Figure 1. The metal 2 layer (run 1).
(3 px per um)
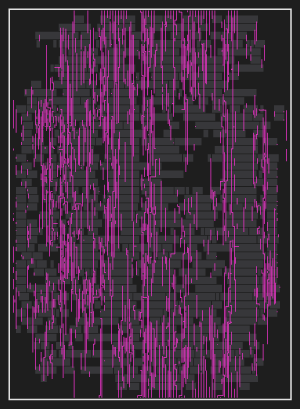
Figure 2. Cells coloured by class (run 1).
(3 px per um) Fill, decap, tap and diode cells in grey.
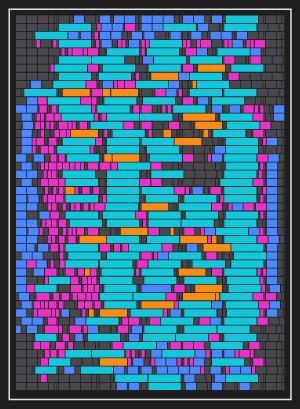
Figure 3. The clock network (run 1).
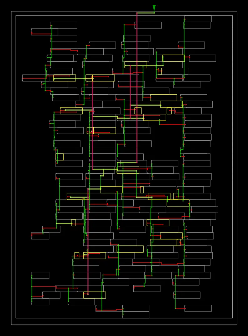
**config.mk**
```make
export PLATFORM = sky130hd
export DESIGN_NAME = store_unit
export DESIGN_NICKNAME = d
export VERILOG_FILES = /design/src/rtl/riscv_pkg.sv /design/src/rtl/store_fifo.sv /design/src/rtl/store_unit.sv
export SDC_FILE = /design/constraint.sdc
export NUM_CORES = 1
export LEC_CHECK = 0
export ABC_AREA = 0
export CAP_MARGIN = 20
export CORE_ASPECT_RATIO = 1.4
export CORE_MARGIN = 1.5
export CORE_UTILIZATION = 53
export DETAILED_ROUTE_END_ITERATION = 7
export PLACE_DENSITY = 0.84
export SLEW_MARGIN = 30
export SYNTH_ARGS = -nofsm -noshare
export SYNTH_HDL_FRONTEND = slang
export SYNTH_HIERARCHICAL = 1
export SYNTH_SLANG_ARGS = --single-unit
```
**constraint.sdc**
```tcl
create_clock -name clk -period 8.9 [get_ports clk]
set_clock_uncertainty 0.1 [all_clocks]
set_input_delay 1.78 -clock clk [delete_from_list [all_inputs] [get_ports clk]]
set_output_delay 1.78 -clock clk [all_outputs]
set_load 0.005 [all_outputs]
```
**src/rtl/riscv_pkg.sv**
```systemverilog
// rtl/riscv_pkg.sv - shared RISC-V opcode and funct3 constants plus store entry layout
package riscv_pkg;

  localparam logic [6:0] OPC_STORE = 7'b0100011;
  localparam logic [6:0] OPC_LOAD  = 7'b0000011;

  localparam logic [2:0] F3_B = 3'b000;
  localparam logic [2:0] F3_H = 3'b001;
  localparam logic [2:0] F3_W = 3'b010;

  // One buffered store: word address, lane-replicated data, byte strobes
  typedef struct packed {
    logic [31:0] addr;
    logic [31:0] wdata;
    logic [3:0]  wstrb;
  } store_entry_t;

  localparam int STORE_ENTRY_W = $bits(store_entry_t);

endpackage

```
**src/rtl/store_fifo.sv**
```systemverilog
// rtl/store_fifo.sv - power-of-two store buffer with head data masked to zero when empty
module store_fifo #(
  parameter int DEPTH = 2,
  parameter int WIDTH = 68
) (
  input  logic             clk,
  input  logic             rst_n,
  input  logic             push,
  input  logic [WIDTH-1:0] wdata,
  input  logic             pop,
  output logic [WIDTH-1:0] rdata,
  output logic             full,
  output logic             empty
);

  localparam int AW = $clog2(DEPTH);

  logic [WIDTH-1:0] mem [DEPTH];
  logic [AW-1:0]    wr_ptr;
  logic [AW-1:0]    rd_ptr;
  logic [AW:0]      count;
  logic             do_push;
  logic             do_pop;

  assign full    = (count == (AW+1)'(DEPTH));
  assign empty   = (count == '0);
  assign do_push = push & ~full;
  assign do_pop  = pop & ~empty;
  assign rdata   = empty ? '0 : mem[rd_ptr];

  // Pointer and occupancy bookkeeping; pointers wrap naturally since DEPTH is a power of two
  always_ff @(posedge clk) begin
    if (!rst_n) begin
      wr_ptr <= '0;
      rd_ptr <= '0;
      count  <= '0;
    end else begin
      if (do_push) wr_ptr <= wr_ptr + 1'b1;
      if (do_pop)  rd_ptr <= rd_ptr + 1'b1;
      case ({do_push, do_pop})
        2'b10:   count <= count + 1'b1;
        2'b01:   count <= count - 1'b1;
        default: count <= count;
      endcase
    end
  end

  // Entry storage; stale contents are harmless because the head is masked while empty
  always_ff @(posedge clk) begin
    if (do_push) mem[wr_ptr] <= wdata;
  end

endmodule

```
**src/rtl/store_unit.sv**
```systemverilog
// rtl/store_unit.sv - formats SB/SH/SW stores into strobed words and buffers them toward memory
module store_unit
  import riscv_pkg::*;
#(
  parameter int DEPTH = 2
) (
  input  logic        clk,
  input  logic        rst_n,
  input  logic        req_valid,
  output logic        req_ready,
  input  logic [6:0]  opcode,
  input  logic [2:0]  funct3,
  input  logic [31:0] addr,
  input  logic [31:0] store_data,
  output logic        mem_valid,
  input  logic        mem_ready,
  output logic [31:0] mem_addr,
  output logic [31:0] mem_wdata,
  output logic [3:0]  mem_wstrb,
  output logic        store_err,
  output logic        empty
);

  logic         full;
  logic         accept;
  logic         misaligned;
  logic         illegal;
  logic         push;
  logic [31:0]  fmt_wdata;
  logic [3:0]   fmt_wstrb;
  store_entry_t in_entry;
  store_entry_t head_entry;

  assign req_ready = ~full;
  assign mem_valid = ~empty;
  assign accept    = req_valid & req_ready & (opcode == OPC_STORE);
  assign push      = accept & ~misaligned & ~illegal;

  // Replicate the source bytes across every lane and pick strobes from the low address bits
  always_comb begin
    fmt_wdata  = '0;
    fmt_wstrb  = '0;
    misaligned = 1'b0;
    illegal    = 1'b0;
    case (funct3)
      F3_B: begin
        fmt_wdata = {4{store_data[7:0]}};
        fmt_wstrb = 4'b0001 << addr[1:0];
      end
      F3_H: begin
        fmt_wdata  = {2{store_data[15:0]}};
        fmt_wstrb  = addr[1] ? 4'b1100 : 4'b0011;
        misaligned = addr[0];
      end
      F3_W: begin
        fmt_wdata  = store_data;
        fmt_wstrb  = 4'b1111;
        misaligned = (addr[1:0] != 2'b00);
      end
      default: illegal = 1'b1;
    endcase
  end

  assign in_entry.addr  = {addr[31:2], 2'b00};
  assign in_entry.wdata = fmt_wdata;
  assign in_entry.wstrb = fmt_wstrb;

  store_fifo #(
    .DEPTH (DEPTH),
    .WIDTH (STORE_ENTRY_W)
  ) u_fifo (
    .clk   (clk),
    .rst_n (rst_n),
    .push  (push),
    .wdata (in_entry),
    .pop   (mem_ready),
    .rdata (head_entry),
    .full  (full),
    .empty (empty)
  );

  assign mem_addr  = head_entry.addr;
  assign mem_wdata = head_entry.wdata;
  assign mem_wstrb = head_entry.wstrb;

  // Dropped stores raise a single-cycle error flag on the following cycle
  always_ff @(posedge clk) begin
    if (!rst_n) store_err <= 1'b0;
    else        store_err <= accept & (misaligned | illegal);
  end

endmodule

```
==> GITHUB_STEP_SUMMARY, run 1 <==
## PnR job results

| Metric | Value |
|---|---|
| Status | finished clean |
| Largest registers | u_fifo/mem: 136 flops, u_fifo/count: 2 flops |
| Adder-cell share of the synthesized area | 0.206% |
| DR WL/cell | between 15 and 20 um |
| Root Buffer | clkbuf_16 |
| Gpl congestion | 0.862 |
| Avg Cell Area, Syn | approximately 14 um^2 |
| Largest net degree at the start of global routing | 71 |
| Max-area cell share | 67.4% |
| CP Class | primary input to flip-flop |
| DRC Markers | 0 |
| I/O Buffers | 149 |
| Maxcap violations | 0 |
| Area Overhead vs Synth | 35.9% |
| Sequential cell area fraction in the yosys report | between 60% and 70% |
| Synth area leader | edfxtp_1 |
| Layout cell share with drive strength beyond 1 | under 10% |
| HP Class | flip-flop to flip-flop |
| Maximum clock rate | 209 MHz |
| Initial Util | 54.0% |
| First-pass GRT wire length | approximately 18000 um |
| N_diodes | 0 |
| Vias/cell | 5.22 |
| Post-synthesis cell type count | 33 |
| Synthesized cell area | between 6000 and 7000 um^2 |
| Iter 0 DRT Violations | 269 |
| Register area | about 4200 um^2 |
| VDD IR-drop max | 0.000146 V |
| Multi-input logic area | ~1700 um^2 |
| WP data arrival | 4.70 ns |
| Num ports | 150 |
| Cts repair resizes | 0 |
| Site Rows | around 46 |
| Hold_buf cts | 0 |
| Count of library flops with an enable pin | 136 |
| Simple share | around a tenth |
| Asr flop ratio synth | 0% |
| Top cells by area | edfxtp_1 (67%), mux2i_1 (11%), nor2_1 (4.5%) |
| Clock transition at the registers of the reported paths | 0.06 ns |
| Biggest register | u_fifo/mem |
| Gate power share | 4.9% |
| CP Capture Type | flip-flop |
| RSZ-0062 raised after global routing | no |
| Hold Path Stages | 2 |
| Mapped Cells | roughly 440 |
| GRT overflow | 0 |
| CP Cell Sequence | clkdlybuf4s50_1, nor3_2, o21bai_1, nor4_2, inv_1, or3_1, inv_2, buf_4 |
| Share of power burned in registers | 49.4% |
| Die area | 12100 um^2 |
| CTS tree | yes |
| H-tree lvl count | 4 |
| Die Y | approximately 130 um |
| Most used flip-flop cell | edfxtp_1 |
| Lkg Pwr | 2.67 nW |
| CP required | ~8.8 ns |
| Tool warnings | 26 |
| Reg2reg end | u_fifo/mem[0][67]$_DFFE_PP_ |
| Post-layout period usage | between 50 and 60% |
## Picture notes: Figure 1
wire length on this layer: 6320 um
main direction: vertical
share of all routed wire: 52%
nets with wire on the layer: 580
longest straight run: 46.2 um
met2 usage: 35.1%
vias: 3889
WL final: 12100 um

## Picture notes: Figure 2
| colour | class | cells |
|---|---|---|
| orange | clock drivers and dummy loads | 31 |
| blue | remaining buffers and delay cells | 153 |
| cyan | sequential cells | 142 |
| magenta | remaining logic cells | 275 |
flop share of the area: 51.1%
CORE AREA: 11200 um^2
final core occ: 73.4%
Post-Layout Inst Area: 8240 um^2

## Picture notes: Figure 3
CTS Buf Count: 17
CTS Sinks: 142
Clock buffer cells: 18
Clk power: 678 uW

-- run 1: placed cells by master, fill, tap and decap left out, types with 2 or more instances in the layout --
master and instances:
a21boi_1 2, a21o_1 16, a21oi_1 22, a21oi_2 6, and2_1 11, buf_4 3
bufinv_16 3, clkbuf_16 17, clkdlybuf4s50_1 148, clkinv_1 2, clkinv_2 4, clkinvlp_4 3
conb_1 4, dfxtp_1 5, edfxtp_1 136, inv_1 5, inv_2 2, mux2i_1 68
nand2_1 34, nand2b_1 10, nor2_1 71, nor2b_1 4, o21a_1 2, o21ai_0 3
or3_1 2, xnor2_1 3
-- run 1: power by group through the flow --
stage / clock network [mW] / registers (mW) / logic (mW)
2_1_floorplan: 0 / 0.747 / 0.0272
3_3_place_gp: 0 / 0.746 / 0.0692
3_5_place_dp: 0 / 0.746 / 0.0717
4_1_cts: 0.686 / 0.733 / 0.0726
5_1_grt: 0.710 / 0.732 / 0.0782
6_report: 0.678 / 0.733 / 0.0726
-- run 1: how the worst max path moves through the flow --
stage          startpoint                     endpoint  slack (ns)  depth (start not counted)
3_3_place_gp    funct3[2]  u_fifo/mem[0][44]$_DFFE_PP_        3.82                          7
5_1_grt         funct3[0]  u_fifo/mem[0][11]$_DFFE_PP_        3.94                          8
6_report        funct3[0]  u_fifo/mem[0][67]$_DFFE_PP_        4.13                          8
3_5_place_dp    funct3[2]  u_fifo/mem[0][46]$_DFFE_PP_        3.69                          7
4_1_cts         funct3[2]  u_fifo/mem[0][21]$_DFFE_PP_        4.12                          7
2_1_floorplan   opcode[2]   u_fifo/mem[0][0]$_DFFE_PP_        4.12                          6
-- run 1: metrics by stage --
stage / instances / setup slack (ns) / power [mW] / utilization, % / hold slack, ns
floorplan: 443 / 4.12 / 0.774 / - / 0.357
global placement: 713 / 3.82 / 0.816 / 68.1 / 0.370
detailed placement: 714 / 3.69 / 0.818 / 68.3 / 0.395
CTS: 745 / 4.12 / 1.49 / 73.5 / 0.406
global route: 745 / 3.94 / 1.52 / 73.4 / 0.424
finish: 745 / 4.13 / 1.48 / 73.4 / 0.413
-- run 1: layer usage --
layer | vias to the layer above | wire length (um) | track usage (%)
met4 | 0 | 391 | 11.1
li1 | 1876 | - | -
met5 | - | 0 | 0
met3 | 28 | 746 | 3.87
met2 | 167 | 6320 | 35.1
met1 | 1818 | 4600 | 24.0
-- run 1: layout make-up --
type / instances / area share [%]
inverters: 7 / 0.319
well taps: 144 / 2.19
multi-input cells: 268 / 20.8
clock buffers: 18 / 5.21
repair buffers: 153 / 18.6
flip-flops and latches: 142 / 51.1
clock inverters: 13 / 1.81
-- run 1: synthesized netlist by cell type, types with 4 or more instances --
cell type  count
nor2b_1        4
nor2_1        72
mux2i_1       68
nand2b_1      10
buf_4          4
a21oi_2        6
inv_1          6
nand2_1       34
buf_2         12
dfxtp_1        6
clkbuf_1       7
edfxtp_1     136
and2_1        11
a21oi_1       22
a21o_1        16
-- run 1: worst max-delay path: cells and delay by family --
family	cells	cell delay [ns]
AND-OR/OR-AND	1	0.11
buffers and inverters	4	1.65
AND/OR/NAND/NOR	3	1.07
==> inputs of run 2 (changes only) <==
--- a/config.mk
+++ b/config.mk
@@ -9,9 +9,9 @@
 export CAP_MARGIN = 20
 export CORE_ASPECT_RATIO = 1.4
 export CORE_MARGIN = 1.5
-export CORE_UTILIZATION = 53
+export CORE_UTILIZATION = 45
 export DETAILED_ROUTE_END_ITERATION = 7
-export PLACE_DENSITY = 0.84
+export PLACE_DENSITY = 0.76
 export SLEW_MARGIN = 30
 export SYNTH_ARGS = -nofsm -noshare
 export SYNTH_HDL_FRONTEND = slang
==> constraint.sdc (replaced) <==
create_clock -name clk -period 4.2 [get_ports clk]
set_clock_uncertainty 0.1 [all_clocks]
set_input_delay 0.84 -clock clk [delete_from_list [all_inputs] [get_ports clk]]
set_output_delay 0.84 -clock clk [all_outputs]
set_load 0.005 [all_outputs]
==> GITHUB_STEP_SUMMARY, run 2 <==
## PnR job results

| Metric | Value |
|---|---|
| Post-synthesis cell type count | 33 |
| I/O Buffers | approximately 150 |
| Adder-cell share of the synthesized area | 0.206% |
| Root Buffer | clkbuf_16 |
| CP Class | flip-flop to output pin |
| Hold_buf cts | 0 |
| Maxcap violations | 0 |
| GRT overflow | 0 |
| Register area | 4210 um^2 |
| Clock transition at the registers of the reported paths | 0.06 ns |
| Largest net degree at the start of global routing | 42 |
| CP Cell Sequence | buf_4, mux2i_1, nor2_1, clkdlybuf4s50_1 |
| Synth area leader | edfxtp_1 |
| Status | finished clean |
| VDD IR-drop max | 0.000263 V |
| WL final | 12800 um |
| Initial Util | 45.7% |
| First-pass GRT wire length | 20000 um |
| Asr flop ratio synth | 0% |
| Most used flip-flop cell | edfxtp_1 |
| HP Class | flip-flop to flip-flop |
| CORE AREA | 13300 um^2 |
| H-tree lvl count | 4 |
| Synthesized cell area | 6060 um^2 |
| N_diodes | 0 |
| CTS Sinks | 142 |
| CP required | around 3.3 ns |
| Count of library flops with an enable pin | ~140 |
| CTS tree | yes |
| Area Overhead vs Synth | 38.1% |
| CP Capture Type | output pin |
| DRC Markers | 0 |
| Num ports | roughly 150 |
| Post-layout period usage | 81.1% |
| Vias/cell | 4.97 |
| Mapped Cells | 440 |
| Non-Filler Instances | 789 |
| Highest Signal Layer | met4 |
| Largest registers | u_fifo/mem: 136 flops, u_fifo/count: 2 flops |
| Avg Cell Area, Syn | 13.8 um^2 |
| Design Power | 3.16 mW |
| Cts repair resizes | 0 |
| Lkg Pwr | ~2.7 nW |
## run 2: cell counts after synthesis
No cell type changed its count.
## run 2: worst max-delay path: cells and delay by family, from the launching register on
kind	cells	cell delay, ns
simple gates	1	0.07
buf+inv	2	0.93
flops	1	0.72
mux	1	0.30
## run 2: final timing paths
| check | from | to | depth (start not counted) |
|---|---|---|---|
| worst max-delay path | flip-flop | mem_addr[25] | 4 |
| worst min register to register | u_fifo/wr_ptr$_SDFFE_PN0P_ | u_fifo/wr_ptr$_SDFFE_PN0P_ | 2 |
| worst min-delay path | u_fifo/wr_ptr$_SDFFE_PN0P_ | u_fifo/wr_ptr$_SDFFE_PN0P_ | 2 |
| worst max register to register | u_fifo/count[0]$_SDFFE_PN0P_ | u_fifo/mem[0][14]$_DFFE_PP_ | 7 |
## run 2: cell type report
cell class | instances | area share, %
sequential | 142 | 50.3
clock buffer | 18 | 5.13
multi-input combinational | 268 | 20.5
inverter | 7 | 0.314
timing repair buffer | 158 | 19.2
clock inverter | 14 | 1.91
tap | 182 | 2.72
## run 2: kinds of logic after synthesis
family,count (synthesis)
AOI/OAI and AO/OA,52
xor gates and xnor gates,3
adders and majority gates,1
buffers and inverters,33
DFF,142
muxes,68
other,1
and+or+nand+nor,140
## run 2: report_power, final
group          internal [mW]  switching [mW]  total, mW
Sequential              1.55        0.000502       1.55
Combinational         0.0905          0.0669      0.157
Clock                  0.885           0.569       1.45
Total                   2.53           0.637       3.16
## run 2: metrics by stage
step / hold WS [ns] / setup WS, ns / utilization (%)
after global routing: 0.424 / 0.685 / 63.1
final: 0.394 / 0.795 / 63.1
after floorplan: 0.357 / 0.365 / -
after global placement: 0.375 / 0.655 / 58.7
after CTS: 0.398 / 0.792 / 63.1
after detailed placement: 0.390 / 0.547 / 58.7
## run 2: routing by layer
| layer | vias up | track usage [%] |
|---|---|---|
| met1 | 1846 | 22.1 |
| met5 | - | 0 |
| met4 | 0 | 5.99 |
| met2 | 174 | 32.9 |
| li1 | 1882 | - |
| met3 | 17 | 5.29 |
Figure 4. Cells coloured by class (run 2).
(3 px per um) Fill, decap, tap and diode cells in grey.
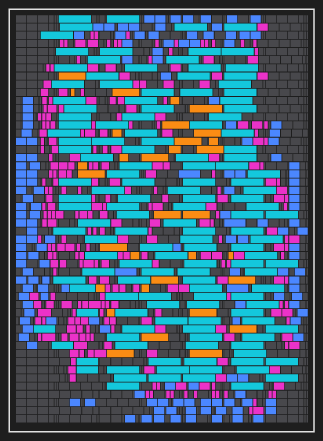
| colour | class | cells |
|---|---|---|
| magenta | remaining logic cells | 275 |
| cyan | sequential cells | 142 |
| orange | clock drivers and dummy loads | 32 |
| blue | remaining buffers and delay cells | 158 |
Site Rows: 50
Post-Layout Inst Area: 8370 um^2
flop share of the area: 50.3%
final core occ: 63.1%

Figure 5. I/O pins on the die edge (run 2).
(2 px per um) Pins as bars across the die edge, other pins in grey.
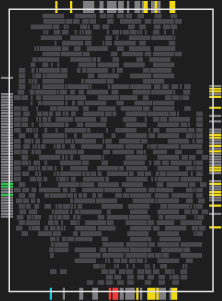
| colour | port | pins | direction | edge |
|---|---|---|---|---|
| green | funct3 | 3 | input | left |
| red | mem_wstrb | 4 | output | bottom |
| yellow | mem_addr | 32 | output | 15 right, 9 bottom, 8 top |
| cyan | rst_n | 1 | input | bottom |
Die W: 101 um
Die Y: 140 um

No activity file was given, so power comes from the tool's default toggle rates.
